## src/rtl/spi_pkg.sv

```systemverilog
// Shared types and constants for the SPI host: frame geometry, R/W encoding,
// FSM state enum and a helper that assembles the 24-bit outgoing frame.
package spi_pkg;

  localparam int   SPI_ADDR_W     = 7;
  localparam int   SPI_DATA_W     = 16;
  localparam int   SPI_FRAME_BITS = 24;
  localparam logic SPI_RW_READ    = 1'b1;

  typedef enum logic [1:0] {
    IDLE,
    SHIFT,
    HOLD,
    GAP
  } spi_host_state_t;

  // Reads drive all-ones in the data phase so the slave sees an idle-high line.
  function automatic logic [SPI_FRAME_BITS-1:0] spi_build_frame(
    input logic [SPI_ADDR_W-1:0] addr,
    input logic                  rwb,
    input logic [SPI_DATA_W-1:0] wdata
  );
    return {addr, rwb, (rwb == SPI_RW_READ) ? {SPI_DATA_W{1'b1}} : wdata};
  endfunction

endpackage

```

## src/rtl/spi_host_if.sv

```systemverilog
// Request/response and SPI pin bundle for spi_host; the master modport is the
// host engine, the slave modport is the agent/pin side facing it.
interface spi_host_if import spi_pkg::*; ();

  logic                  start;
  logic                  rwb;
  logic [SPI_ADDR_W-1:0] addr;
  logic [SPI_DATA_W-1:0] wdata;
  logic                  busy;
  logic                  done;
  logic [SPI_DATA_W-1:0] rdata;
  logic                  mismatch;
  logic                  csz;
  logic                  sclk;
  logic                  sdi;
  logic                  sdo;

  modport master (
    input  start, rwb, addr, wdata, sdo,
    output busy, done, rdata, mismatch, csz, sclk, sdi
  );

  modport slave (
    output start, rwb, addr, wdata, sdo,
    input  busy, done, rdata, mismatch, csz, sclk, sdi
  );

endinterface

```

## src/rtl/spi_sclk_gen.sv

```systemverilog
// SPI clock divider: CLK_DIV clk cycles per sclk half-period, with rise/fall
// strobes in the cycle before sclk changes; sclk is held low while disabled.
module spi_sclk_gen #(
  parameter int CLK_DIV = 4
) (
  input  logic clk,
  input  logic reset,
  input  logic i_en,
  output logic o_sclk,
  output logic o_rise,
  output logic o_fall
);

  localparam int              DIV_W    = (CLK_DIV > 1) ? $clog2(CLK_DIV) : 1;
  localparam logic [DIV_W-1:0] DIV_LAST = DIV_W'(CLK_DIV - 1);

  logic [DIV_W-1:0] r_cnt;
  logic             r_sclk;
  logic             w_half_end;

  assign w_half_end = i_en && (r_cnt == DIV_LAST);
  assign o_rise     = w_half_end && !r_sclk;
  assign o_fall     = w_half_end && r_sclk;
  assign o_sclk     = r_sclk;

  // NOTE: sequential state uses <= so every flop sees pre-edge values.
  always_ff @(posedge clk) begin
    if (reset || !i_en) begin
      r_cnt  <= '0;
      r_sclk <= 1'b0;
    end else if (w_half_end) begin
      r_cnt  <= '0;
      r_sclk <= ~r_sclk;
    end else begin
      r_cnt <= r_cnt + 1'b1;
    end
  end

endmodule

```

## src/rtl/spi_host.sv

```systemverilog
// SPI master for the 7-bit addr / R-W / 16-bit data frame. Optional feature
// SPI_HOST_WRITE_VERIFY_EN: every write is read back and compared.
module spi_host import spi_pkg::*; #(
  parameter int CLK_DIV = 4,
  parameter int CS_GAP  = 4
) (
  input logic        clk,
  input logic        reset,
  spi_host_if.master bus
);

  localparam int               WAIT_MAX  = (CLK_DIV > CS_GAP) ? CLK_DIV : CS_GAP;
  localparam int               WAIT_W    = (WAIT_MAX > 1) ? $clog2(WAIT_MAX) : 1;
  localparam logic [WAIT_W-1:0] HOLD_LAST = WAIT_W'(CLK_DIV - 1);
  localparam logic [WAIT_W-1:0] GAP_LAST  = WAIT_W'(CS_GAP - 1);
  localparam logic [4:0]        BIT_LAST  = 5'(SPI_FRAME_BITS - 1);
  localparam logic [4:0]        BIT_DATA0 = 5'(SPI_ADDR_W + 1);

  spi_host_state_t           r_state, w_state_next;
  logic [4:0]                r_bit;
  logic [WAIT_W-1:0]         r_wait;
  logic                      r_rwb;
  logic [SPI_FRAME_BITS-1:0] r_tx, w_frame;
  logic [SPI_DATA_W-1:0]     r_rx, r_rdata;
  logic                      r_csz, r_sdi, r_busy, r_done, r_mismatch;
  logic                      w_sclk, w_rise, w_fall;
  logic                      w_accept, w_shift_end, w_hold_end, w_gap_end;
  logic                      w_verify_next, w_mismatch_next, w_finish, w_load;

  spi_sclk_gen #(.CLK_DIV(CLK_DIV)) u_sclk_gen (
    .clk    (clk),
    .reset  (reset),
    .i_en   (r_state == SHIFT),
    .o_sclk (w_sclk),
    .o_rise (w_rise),
    .o_fall (w_fall)
  );

  assign w_accept    = (r_state == IDLE) && bus.start;
  assign w_shift_end = w_fall && (r_bit == BIT_LAST);
  assign w_hold_end  = (r_state == HOLD) && (r_wait == HOLD_LAST);
  assign w_gap_end   = (r_state == GAP) && (r_wait == GAP_LAST);
  assign w_load      = w_accept || w_verify_next;

`ifdef SPI_HOST_WRITE_VERIFY_EN
  logic                  r_verify;
  logic [SPI_ADDR_W-1:0] r_addr;
  logic [SPI_DATA_W-1:0] r_cmp;

  // The readback frame is itself a read, so it cannot trigger another one.
  assign w_verify_next   = w_gap_end && (r_rwb != SPI_RW_READ);
  assign w_frame         = w_verify_next ? spi_build_frame(r_addr, SPI_RW_READ, r_cmp)
                                         : spi_build_frame(bus.addr, bus.rwb, bus.wdata);
  assign w_mismatch_next = r_verify && (r_rx != r_cmp);

  always_ff @(posedge clk) begin
    if (reset) begin
      r_verify <= 1'b0;
      r_addr   <= '0;
      r_cmp    <= '0;
    end else if (w_accept) begin
      r_verify <= 1'b0;
      r_addr   <= bus.addr;
      r_cmp    <= bus.wdata;
    end else if (w_verify_next) begin
      r_verify <= 1'b1;
    end
  end
`else
  assign w_verify_next   = 1'b0;
  assign w_frame         = spi_build_frame(bus.addr, bus.rwb, bus.wdata);
  assign w_mismatch_next = 1'b0;
`endif

  // NOTE: defaults first so no path through the case infers a latch.
  always_comb begin
    w_state_next = r_state;
    w_finish     = 1'b0;
    case (r_state)
      IDLE:  if (w_accept) w_state_next = SHIFT;
      SHIFT: if (w_shift_end) w_state_next = HOLD;
      HOLD:  if (w_hold_end) w_state_next = GAP;
      GAP: begin
        if (w_gap_end) begin
          if (w_verify_next) begin
            w_state_next = SHIFT;
          end else begin
            w_state_next = IDLE;
            w_finish     = 1'b1;
          end
        end
      end
      default: w_state_next = IDLE;
    endcase
  end

  always_ff @(posedge clk) begin
    if (reset) begin
      r_state    <= IDLE;
      r_bit      <= '0;
      r_wait     <= '0;
      r_rwb      <= 1'b0;
      r_tx       <= '0;
      r_rx       <= '0;
      r_rdata    <= '0;
      r_csz      <= 1'b1;
      r_sdi      <= 1'b1;
      r_busy     <= 1'b0;
      r_done     <= 1'b0;
      r_mismatch <= 1'b0;
    end else begin
      r_state    <= w_state_next;
      r_done     <= w_finish;
      r_mismatch <= w_finish && w_mismatch_next;

      if ((r_state == HOLD) || (r_state == GAP)) begin
        r_wait <= (w_hold_end || w_gap_end) ? '0 : r_wait + 1'b1;
      end else begin
        r_wait <= '0;
      end

      // sdi only moves at the start of a low half: on load or on an sclk fall.
      if (w_load) begin
        r_bit <= '0;
        r_csz <= 1'b0;
        r_sdi <= w_frame[SPI_FRAME_BITS-1];
        r_tx  <= {w_frame[SPI_FRAME_BITS-2:0], 1'b0};
        r_rwb <= w_accept ? bus.rwb : SPI_RW_READ;
      end else if (w_fall) begin
        if (r_bit == BIT_LAST) begin
          r_sdi <= 1'b1;
        end else begin
          r_bit <= r_bit + 1'b1;
          r_sdi <= r_tx[SPI_FRAME_BITS-1];
          r_tx  <= {r_tx[SPI_FRAME_BITS-2:0], 1'b0};
        end
      end

      if (w_rise && (r_bit >= BIT_DATA0)) r_rx <= {r_rx[SPI_DATA_W-2:0], bus.sdo};
      if (w_hold_end) r_csz <= 1'b1;

      if (w_accept) r_busy <= 1'b1;
      else if (w_finish) r_busy <= 1'b0;

      if (w_finish && (r_rwb == SPI_RW_READ)) r_rdata <= r_rx;
    end
  end

  assign bus.csz      = r_csz;
  assign bus.sclk     = w_sclk;
  assign bus.sdi      = r_sdi;
  assign bus.busy     = r_busy;
  assign bus.done     = r_done;
  assign bus.rdata    = r_rdata;
  assign bus.mismatch = r_mismatch;

endmodule

```

## src/flat_wrapper.sv

```systemverilog
// flat-port wrapper written by rule: the top's interface ports become plain ports
module spi_host_flat import spi_pkg::*;
#(
  parameter int CLK_DIV = 4,
  parameter int CS_GAP  = 4
)
  (clk, reset, bus_start, bus_rwb, bus_addr, bus_wdata, bus_sdo, bus_busy, bus_done, bus_rdata, bus_mismatch, bus_csz, bus_sclk, bus_sdi);
  spi_host_if bus_i ();
  input logic clk;
  input logic reset;
  input wire logic [$bits(bus_i.start)-1:0] bus_start;
  input wire logic [$bits(bus_i.rwb)-1:0] bus_rwb;
  input wire logic [$bits(bus_i.addr)-1:0] bus_addr;
  input wire logic [$bits(bus_i.wdata)-1:0] bus_wdata;
  input wire logic [$bits(bus_i.sdo)-1:0] bus_sdo;
  output wire logic [$bits(bus_i.busy)-1:0] bus_busy;
  output wire logic [$bits(bus_i.done)-1:0] bus_done;
  output wire logic [$bits(bus_i.rdata)-1:0] bus_rdata;
  output wire logic [$bits(bus_i.mismatch)-1:0] bus_mismatch;
  output wire logic [$bits(bus_i.csz)-1:0] bus_csz;
  output wire logic [$bits(bus_i.sclk)-1:0] bus_sclk;
  output wire logic [$bits(bus_i.sdi)-1:0] bus_sdi;
  assign bus_i.start = bus_start;
  assign bus_i.rwb = bus_rwb;
  assign bus_i.addr = bus_addr;
  assign bus_i.wdata = bus_wdata;
  assign bus_i.sdo = bus_sdo;
  assign bus_busy = bus_i.busy;
  assign bus_done = bus_i.done;
  assign bus_rdata = bus_i.rdata;
  assign bus_mismatch = bus_i.mismatch;
  assign bus_csz = bus_i.csz;
  assign bus_sclk = bus_i.sclk;
  assign bus_sdi = bus_i.sdi;
  spi_host #(.CLK_DIV(CLK_DIV), .CS_GAP(CS_GAP)) u_core (.clk(clk), .reset(reset), .bus(bus_i));
endmodule
```

## config.mk

```make
export PLATFORM = sky130hd
export DESIGN_NAME = spi_host_flat
export DESIGN_NICKNAME = d
export VERILOG_FILES = /design/src/rtl/spi_pkg.sv /design/src/rtl/spi_host_if.sv /design/src/rtl/spi_sclk_gen.sv /design/src/rtl/spi_host.sv /design/src/flat_wrapper.sv
export SDC_FILE = /design/constraint.sdc
export NUM_CORES = 1
export LEC_CHECK = 0
export CAP_MARGIN = 20
export CORE_ASPECT_RATIO = 1.1
export CORE_MARGIN = 2
export CORE_UTILIZATION = 25
export CTS_CLUSTER_DIAMETER = 150
export DETAILED_ROUTE_END_ITERATION = 7
export SETUP_SLACK_MARGIN = 0.2
export SLEW_MARGIN = 25
export SYNTH_ARGS = -nofsm -noshare
export SYNTH_HDL_FRONTEND = slang
export SYNTH_SLANG_ARGS = --single-unit
```

## constraint.sdc

```tcl
create_clock -name clk -period 3.6 [get_ports clk]
set_clock_uncertainty 0.05 [all_clocks]
set_input_delay 0.36 -clock clk [delete_from_list [all_inputs] [get_ports clk]]
set_output_delay 0.36 -clock clk [all_outputs]
set_load 0.02 [all_outputs]
```

==> reports/metrics.cfg, run 1 <==
[status]
outcome = finished, final reports clean

[cells_and_area]
final_area_um2 = 3790
n_antenna_cell = 0
syn_to_final_growth_pct = 29.8

[placed_design]
finalWeightedCongestion = 0.761
dpl.hpwl_mm = 4.34
dp_slack_ns = 1.37
dpl.cell_count = 534

[clock_network]
cts_sinks = 72
path_clk_slew_ns = 0.06
cts-resized-gates = 0

[critical_path]
crit_path_end_kind = flip-flop
cp_max_fo = 24

[drt]
wl_met2_mm = 3.06
drc = 0
wl_mm = 6.49

[final_timing]
hold_viol = 0

[yosys]
synth.top_cell.area_share = 0.494
synth_cells = 360

[power]
peakVddDrop_uv = 217
switching_share = 0.269
internal_power_uw = 1670

[grt]
first_global_vias = 2433

run 1: how the worst max path moves through the flow:
stage	depth (start not counted)	end	slack [ns]	from
2_1_floorplan	8	u_core.r_rx[10]	1.92	u_core.r_state[1]
6_report	6	u_core.r_tx[19]	1.52	u_core.r_state[1]
4_1_cts	6	u_core.r_tx[19]	1.49	u_core.r_state[1]
3_3_place_gp	5	u_core.r_tx[5]	1.44	bus_start
3_5_place_dp	5	u_core.r_tx[16]	1.37	bus_start
5_1_grt	6	u_core.r_rx[8]	1.29	u_core.r_state[1]
run 1: critical path: cells and delay by family, from the launching register on:
| family | cells | cell delay, ns |
|---|---|---|
| flip-flops | 1 | 0.35 |
| adder cells (fa/ha/maj) | 1 | 0.30 |
| AND/OR/NAND/NOR | 3 | 0.84 |
| buffers and inverters | 1 | 0.12 |
| AND-OR/OR-AND | 1 | 0.30 |
run 1: power groups by stage:
stage | registers [µW] | logic (µW) | clock network, µW
floorplan | 975 | 266 | 0
global placement | 976 | 364 | 0
detailed placement | 978 | 378 | 0
CTS | 962 | 382 | 970
global route | 975 | 432 | 1010
finish | 962 | 382 | 946
run 1: Yosys cell counts (all sizes together):
cell type    n
a311oi      22
dfxtp       72
clkbuf      14
xor2         2
nor2        30
nand2b       1
ha           9
o21ai        2
nor4b        1
conb         1
or3          1
nand3        4
o22ai        2
nand2      119
mux2i        2
inv          7
xnor2        2
and3         3
and4b        1
a2111o       1
nor4bb       1
nand4        1
nand4b       1
a221o        1
and2         1
buf         11
nor3         8
o211a        1
a21oi       39
run 1: layout make-up:
cell class              instances  area (µm²)
clock buffers                  10         229
clock inverters                 6        91.3
fillers                      1197        7650
inverters                       7        26.3
multi-input cells             256        1330
flip-flops and latches         72        1440
well taps                     150         188
repair buffers                 49         483
run 1: cells by family after synthesis:
kind of cell / after synthesis
XOR/XNOR: 4
buffers and inverters: 32
multiplexers: 2
AND-OR/OR-AND: 68
flip-flops: 72
other: 1
adder cells (fa/ha/maj): 9
AND/OR/NAND/NOR: 172
run 1: state kept, by name (all words and copies together), names as in the netlist:
register	count
u_core.bus.done	1
u_core.r_tx	23
u_core.u_sclk_gen.r_cnt	2
u_core.r_bit	5
u_core.r_rwb	1
u_core.u_sclk_gen.o_sclk	1
u_core.r_wait	2
u_core.bus.busy	1
u_core.r_state	2
u_core.r_rx	16
u_core.bus.rdata	16
u_core.bus.csz	1
u_core.bus.sdi	1
run 1: per-stage QoR:
stage	hold WS (ns)	total power, µW	util
global route	0.406	2410	0.331
detailed placement	0.367	1360	0.303
global placement	0.358	1340	0.303
floorplan	0.348	1240	-
CTS	0.375	2310	0.331
finish	0.379	2290	0.331
run 1: layout by cell type, fill, tap and decap left out, types with 2 or more instances in the layout:
master,netlist,routed
nor2_1,29,29
nand2_2,1,2
o21ai_0,2,2
clkbuf_16,0,9
a21oi_1,39,39
o22ai_1,2,2
mux2i_1,2,2
dfxtp_1,72,72
ha_1,9,9
nand3_1,4,4
xor2_1,2,2
nor3_1,7,7
inv_1,7,7
nand2_1,118,117
a311oi_1,22,22
and3_1,3,3
clkinv_4,0,2
clkdlybuf4s50_1,0,47
bufinv_16,0,2
xnor2_1,2,2
Figure 1. Sizing map (run 1).
Bar = 20 µm.
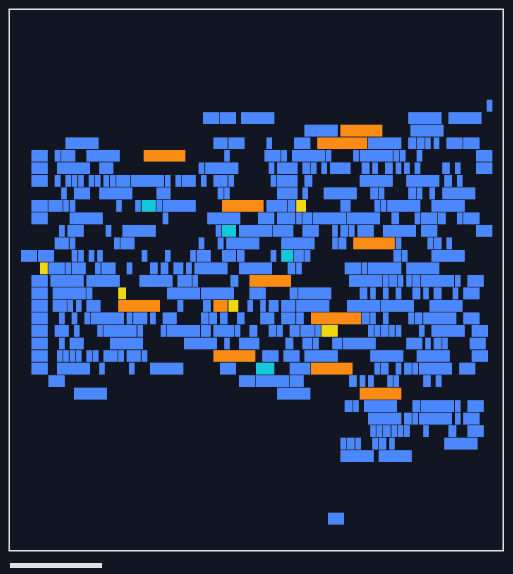
[cyan] _3 and _4 cells | cells: 4 | share: 1.0%
[orange] _6 and larger | cells: 12 | share: 3.0%
[yellow] _2 cells | cells: 5 | share: 1.3%
[blue] _0 and _1 cells | cells: 379 | share: 95%

Figure 2. Cell classes on the final placement (run 1).
Bar = 20 µm.
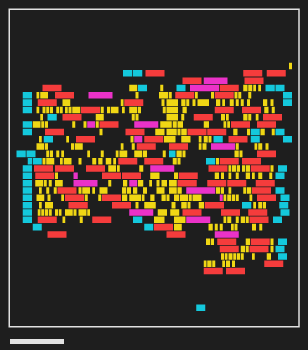
[red] flops | cells: 72
[yellow] combinational and other logic | cells: 263
[magenta] clock drivers and dummy loads | cells: 16
[cyan] other buffers and delay cells | cells: 49
sequential share of cell area: 0.380
row count: 41
core area: 11400 µm²

Figure 3. Pin map (run 1).
Pins as bars across the die edge, other pins in gray.
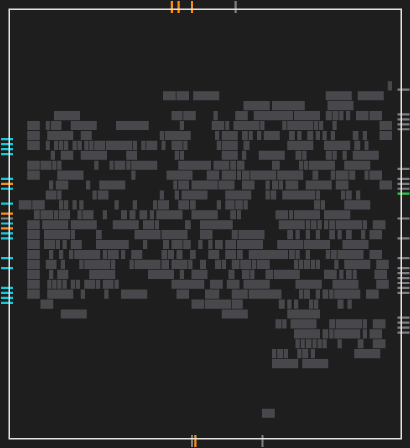
[cyan] bus_wdata | pins: 16 | direction: input | edge: left
[green] bus_csz | pins: 1 | direction: output | edge: right
[orange] bus_addr | pins: 7 | direction: input | edge: 3 left, 3 top, 1 bottom
all pins by edge: 23 right, 20 left, 4 top, 3 bottom
Die Y: 117 µm
# port buffers: 48
Die X: 107 µm

Figure 4. Routed clock nets over the placement (run 1).
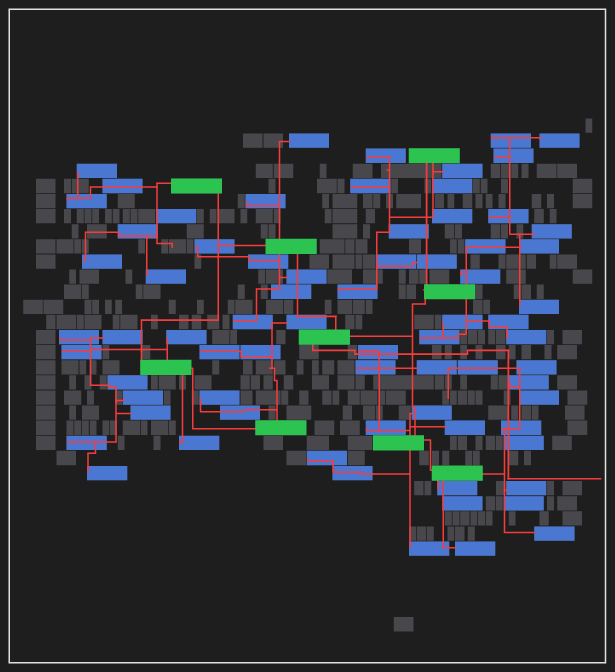
[blue] flip-flops | count: 72
[red] clock wires | length: 931 µm
[green] clock drivers | count: 9
routed clock nets: 10

## Run 2: what changed since run 1
Clock period 3.6 ns to 1.7 ns, I/O delays scaled along.
Figure 5. Routed clock nets over the placement (run 2).
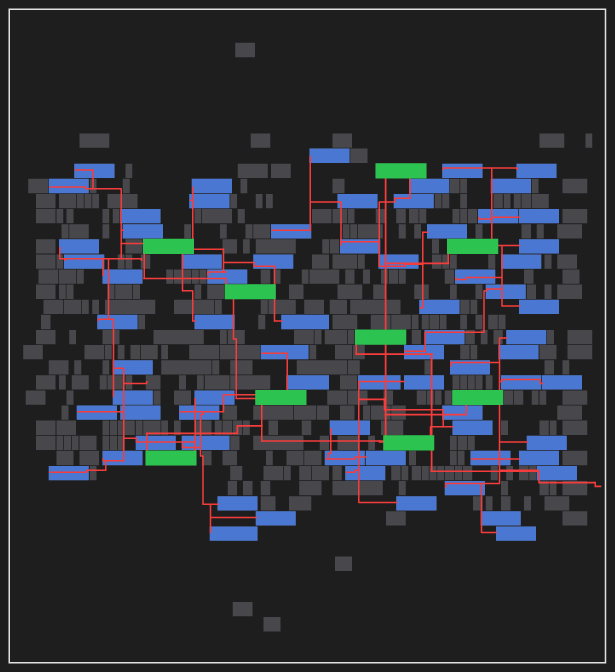
[red] clock wires | length: 911 µm
[green] clock drivers | count: 9
[blue] flip-flops | count: 72
routed clock nets: 10
clk ins delay skew pair: 0.33 ns
clock power share: 0.345

==> run 2 against run 1 <==
Compared with the run above: largest power group unchanged; combinational power rose to 2.9 times the previous value; critical path type unchanged; synthesized area did not move; clock power rose by 75%; first-iteration DRC count fell by 35%; clock-buffer cell count fell by 1; register-to-register slack got worse by 1.4 ns; utilization rose by 3.1 points; critical path depth did not move; sequential cell count did not move; sequential power rose by 120%; via count rose by 3.3%; worst setup slack got worse by 1.4 ns.
==> reports/metrics.cfg, run 2 <==
[cells_and_area]
n_antenna_cell = 0  ; unchanged
largest-register = u_core.r_tx  ; unchanged
final_layout_top_logic_cell = nand2_1  ; unchanged
layout_top_cells = nand2_1 (117), dfxtp_1 (66), a21oi_1 (37)  ; was nand2_1 (117), dfxtp_1 (72), clkdlybuf4s50_1 (47)
syn_to_final_growth_pct = 42.0  ; was 29.8%
nFillCells = 1165  ; was 1197
largest_register_ffs = 23  ; unchanged
fin_util = 0.363  ; was 0.331

[yosys]
synth.top_cell.area_share = 0.494  ; unchanged
edf_count = 0  ; unchanged
synthMostInstantiatedCell = nand2_1  ; unchanged
synth_nets = 397  ; unchanged
flop_cell = dfxtp_1  ; unchanged
synth_cells = 360  ; unchanged
ys_async_sr_fraction = 0  ; unchanged
synth.top_cells.by_count = nand2_1 (118), dfxtp_1 (72), a21oi_1 (39)  ; unchanged
netlist_area_um2 = 2920  ; unchanged

[final_timing]
finalSetupViolations = 0  ; unchanged
finalSetupTns_ns = 0  ; unchanged
hold_viol = 0  ; unchanged

[floorplanning]
fp-row-count = 41  ; unchanged
die_w_um = 107  ; unchanged
die_h_um = 117  ; unchanged
core-area_um2 = 11400  ; unchanged

[critical_path]
endpoint = u_core.r_tx[17]  ; was u_core.r_tx[19]
crit_path_end_kind = flip-flop  ; unchanged
startpoint = u_core.r_bit[1]  ; was u_core.r_state[1]
cp_max_fo = 12  ; was 24

[flow_run]
max_cap_viol_count = 0  ; unchanged
tool_warnings = 35  ; was 32

[clock_network]
cts_tree = yes  ; unchanged
path_clk_slew_ns = 0.05  ; was 0.06 ns
cts_sinks = 72  ; unchanged

[power]
peakVddDrop_uv = 553  ; was 217 µV
p_leak_uw = 0.00171  ; was 0.00133 µW

[placed_design]
finalWeightedCongestion = 0.722  ; was 0.761
dpl.hpwl_mm = 4.19  ; was 4.34 mm
io_buffers = 48  ; unchanged

[drt]
first_iter_violations = 95  ; was 146
wl_mm = 7.07  ; was 6.49 mm

[grt]
first_global_vias = 2498  ; was 2433

[status]
outcome = finished, final reports clean  ; unchanged

## run 2: cell counts after synthesis
Identical to the previous run, type by type.
## run 2: routing by layer
layer	global-route usage	vias up	wire (µm)
li1	-	1309	-
met1	0.139	1195	3350
met2	0.175	81	3230
met3	0.0434	11	397
met4	0.0373	0	98
met5	0	-	0
## run 2: area by class of cell
cell class / instances / area (µm²) / area share
flip-flops and latches: 72 / 1460 / 0.352
repair buffers: 64 / 742 / 0.179
inverters: 7 / 28.8 / 0.00694
clock inverters: 6 / 37.5 / 0.00905
well taps: 150 / 188 / 0.0452
clock buffers: 9 / 225 / 0.0543
multi-input cells: 256 / 1470 / 0.354
## run 2: what timing repair did
action | in CTS | in global routing
setup buffers | 3 | 2
pin swaps | 4 | 5
cloned | 0 | 3
endpoints found under the setup margin | 61 | 40
gates resized | 22 | 27
## run 2: stage by stage
stage	std cells	power [µW]	instance area, µm²	setup WS (ns)	hold WS [ns]
after floorplan	360	2670	2980	0.185	0.198
after global placement	541	2960	3610	0.115	0.359
after detailed placement	541	2980	3610	0.0628	0.367
after CTS	559	4740	3960	0.163	0.249
after global routing	564	5080	4150	0.0467	0.295
final	564	4820	4150	0.141	0.282
## run 2: report_power, final
group	leakage (µW)	internal, µW	switching, µW
Clock	0.000123	969	695
Sequential	0.000591	1920	150
Combinational	0.00100	526	560
## run 2: worst min-delay path by stage
stage | start | end | slack [ns] | cells after the start
after floorplan | reset | u_core.u_sclk_gen.r_cnt[1] | 0.20 | 1
after global placement | u_core.r_wait[0] | u_core.r_wait[0] | 0.36 | 1
after detailed placement | u_core.r_wait[0] | u_core.r_wait[0] | 0.37 | 1
after CTS | reset | u_core.r_rwb | 0.25 | 2
after global routing | reset | u_core.r_rwb | 0.30 | 2
final | reset | u_core.r_rwb | 0.28 | 2
## run 2: cells by family after synthesis
| kind of cell | synth area share |
|---|---|
| adders and majority gates | 0.0386 |
| muxes | 0.00686 |
| other | 0.00128 |
| xor gates and xnor gates | 0.0120 |
| AOI/OAI and AO/OA | 0.151 |
| and+or+nand+nor | 0.245 |
| buffers and inverters | 0.0514 |
| DFF | 0.494 |
## run 2: critical path: stages (launching register included)
cell,delay (ns)
dfxtp_4,0.35
ha_4,0.16
and4b_2,0.24
nor2_4,0.16
clkbuf_16,0.19
nand2_1,0.06
a311oi_1,0.25
Figure 6. Pin map (run 2).
Pins as bars across the die edge, other pins in gray.
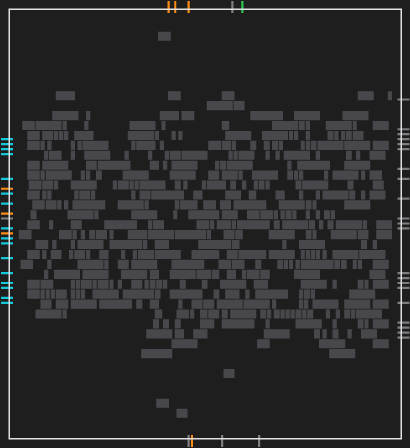

## Run 3: what changed since run 2
Settings changed: ABC_AREA from default to 1.
Figure 7. Pin map (run 3).
Pins as bars across the die edge, other pins in gray.
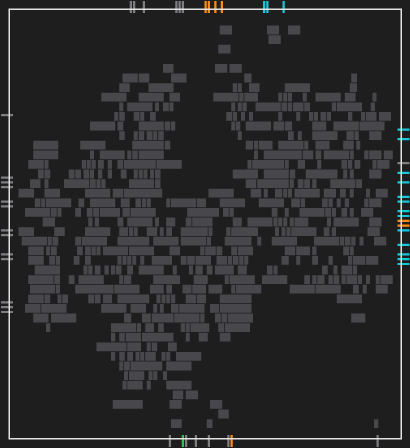
[green] bus_csz | pins: 1 | direction: output | edge: bottom
[orange] bus_addr | pins: 7 | direction: input | edge: 4 top, 2 right, 1 bottom
[cyan] bus_wdata | pins: 16 | direction: input | edge: 13 right, 3 top
all pins by edge: 16 right, 13 top, 13 left, 8 bottom

==> run 3 against run 2 <==
Compared with the run above: clock power is 31% higher; register-to-register slack better by 0.10 ns; global-route usage up 1.2 points; synthesized cell count grew 17%; sequential cell count unchanged; critical endpoint is now u_core.r_tx[22]; highest routed layer unchanged.
==> reports/metrics.cfg, run 3 <==
[status]
outcome = finished, final reports clean  ; unchanged

[flow_run]
max_cap_viol_count = 0  ; unchanged
tool_warnings = 33  ; was 35

[yosys]
netlist_area_um2 = 3130  ; was 2920 µm²
ys_async_sr_fraction = 0  ; unchanged
synth_nets = 459  ; was 397
edf_count = 0  ; unchanged
synth.top_cell.area_share = 0.461  ; was 0.494
synthMostInstantiatedCell = nand2_1  ; unchanged

[drt]
drc = 0  ; unchanged
wl_mm = 8.58  ; was 7.07 mm
first_iter_violations = 169  ; was 95

[placed_design]
io_buffers = 48  ; unchanged
dpl.hpwl_mm = 5.04  ; was 4.19 mm
dp_slack_ns = -0.0568  ; was 0.0628 ns
placed_cell_area_um2 = 3730  ; was 3610 µm²

[clock_network]
cts_tree = yes  ; unchanged
clk_latency_ns = 0.33  ; about the same
path_clk_slew_ns = 0.06  ; was 0.05 ns
cts_sinks = 72  ; unchanged

[grt]
grt.met1_usage = 0.151  ; was 0.139
grt-busiest-layer = met2  ; unchanged
met2_usage = 0.211  ; was 0.175
gr-usage-met3 = 0.0355  ; was 0.0434
first_global_vias = 2795  ; was 2498

[floorplanning]
die_w_um = 111  ; was 107 µm
die_h_um = 121  ; was 117 µm
core-area_um2 = 12100  ; was 11400 µm²

[critical_path]
slowest_stage = dfxtp_4  ; unchanged
slowest_delay_ns = 0.37  ; was 0.35 ns
crit_path_cell_trace = inv_2 > ha_4 > nand2_8 > clkinvlp_4 > nand2_2 > nand2_1 > nand2_4 > a21oi_2  ; was ha_4 > and4b_2 > nor2_4 > clkbuf_16 > nand2_1 > a311oi_1

[cells_and_area]
nFillCells = 1247  ; was 1165
layout_top_cells = nand2_1 (102), dfxtp_1 (66), nor2_1 (58)  ; was nand2_1 (117), dfxtp_1 (66), a21oi_1 (37)
fin_util = 0.374  ; was 0.363
largest_register_ffs = 23  ; unchanged
n_antenna_cell = 0  ; unchanged
syn_to_final_growth_pct = 45.1  ; was 42.0%
final_layout_top_logic_cell = nand2_1  ; unchanged

[final_timing]
finalSetupViolations = 0  ; unchanged
hold_viol = 0  ; unchanged
setup_ws_ns = 0.243  ; was 0.141 ns

[min_path]
whs_path_depth = 2  ; unchanged

[run 3: kinds of logic after synthesis]
group / count (synthesis) / synth area share
other: 1 / 0.00120
DFF: 72 / 0.461
adders and majority gates: 9 / 0.0360
xor gates and xnor gates: 2 / 0.00561
buffers and inverters: 43 / 0.0693
and+or+nand+nor: 207 / 0.272
AOI/OAI and AO/OA: 88 / 0.155
[run 3: per-layer routing]
| layer | vias to the layer above | part of all wire |
|---|---|---|
| met5 | - | 0 |
| met4 | 0 | 0.013 |
| met3 | 11 | 0.039 |
| met2 | 45 | 0.50 |
| met1 | 1356 | 0.45 |
| li1 | 1503 | - |
[run 3: critical path: cells and delay by family (launching register included)]
kind / cells / cell delay, ns
AND-OR/OR-AND: 1 / 0.04
adder cells (fa/ha/maj): 1 / 0.18
buffers and inverters: 2 / 0.28
flip-flops: 1 / 0.37
AND/OR/NAND/NOR: 4 / 0.39
[run 3: cell type report]
| type | instances | area, µm² | area share |
|---|---|---|---|
| multi-input cells | 315 | 1760 | 0.388 |
| repair inverters | 1 | 6.26 | 0.00138 |
| clock buffers | 10 | 229 | 0.0505 |
| inverters | 19 | 92.6 | 0.0204 |
| clock inverters | 6 | 115 | 0.0254 |
| well taps | 154 | 193 | 0.0425 |
| repair buffers | 66 | 686 | 0.151 |
| flip-flops and latches | 72 | 1450 | 0.321 |
[run 3: path summary, 6_finish.rpt]
kind | from | end | slack [ns]
max | u_core.r_state[0] | u_core.r_tx[22] | 0.24
min reg2reg | u_core.u_sclk_gen.r_cnt[0] | u_core.u_sclk_gen.r_cnt[0] | 0.38
max reg2reg | u_core.r_state[0] | u_core.r_tx[22] | 0.24
min | reset | u_core.bus.done | 0.16
[run 3: where the power goes]
group          leakage, µW  internal, µW  total [µW]  switching (µW)
combinational      0.00114           600        1460             860
sequential        0.000586          1850        1960             106
clock             0.000163          1440        2180             739
[run 3: through the flow]
step / total power, µW / TNS [ns] / instances / hold WS [ns]
finish: 5600 / 0 / 643 / 0.162
detailed placement: 2980 / -0.642 / 607 / 0.369
global placement: 2960 / 0 / 607 / 0.359
global route: 5900 / 0 / 643 / 0.161
CTS: 5280 / 0 / 631 / 0.165
floorplan: 2720 / 0 / 422 / 0.251
[run 3: what timing repair did]
item                                    in CTS  in global routing
setup buffers                                4                  6
endpoints found under the setup margin      56                 58
pin swaps                                    6                  6
hold buffers                                 0                  0
cloned                                       4                  6
resized                                     26                 71
Power is estimated from default activity; no workload was simulated.
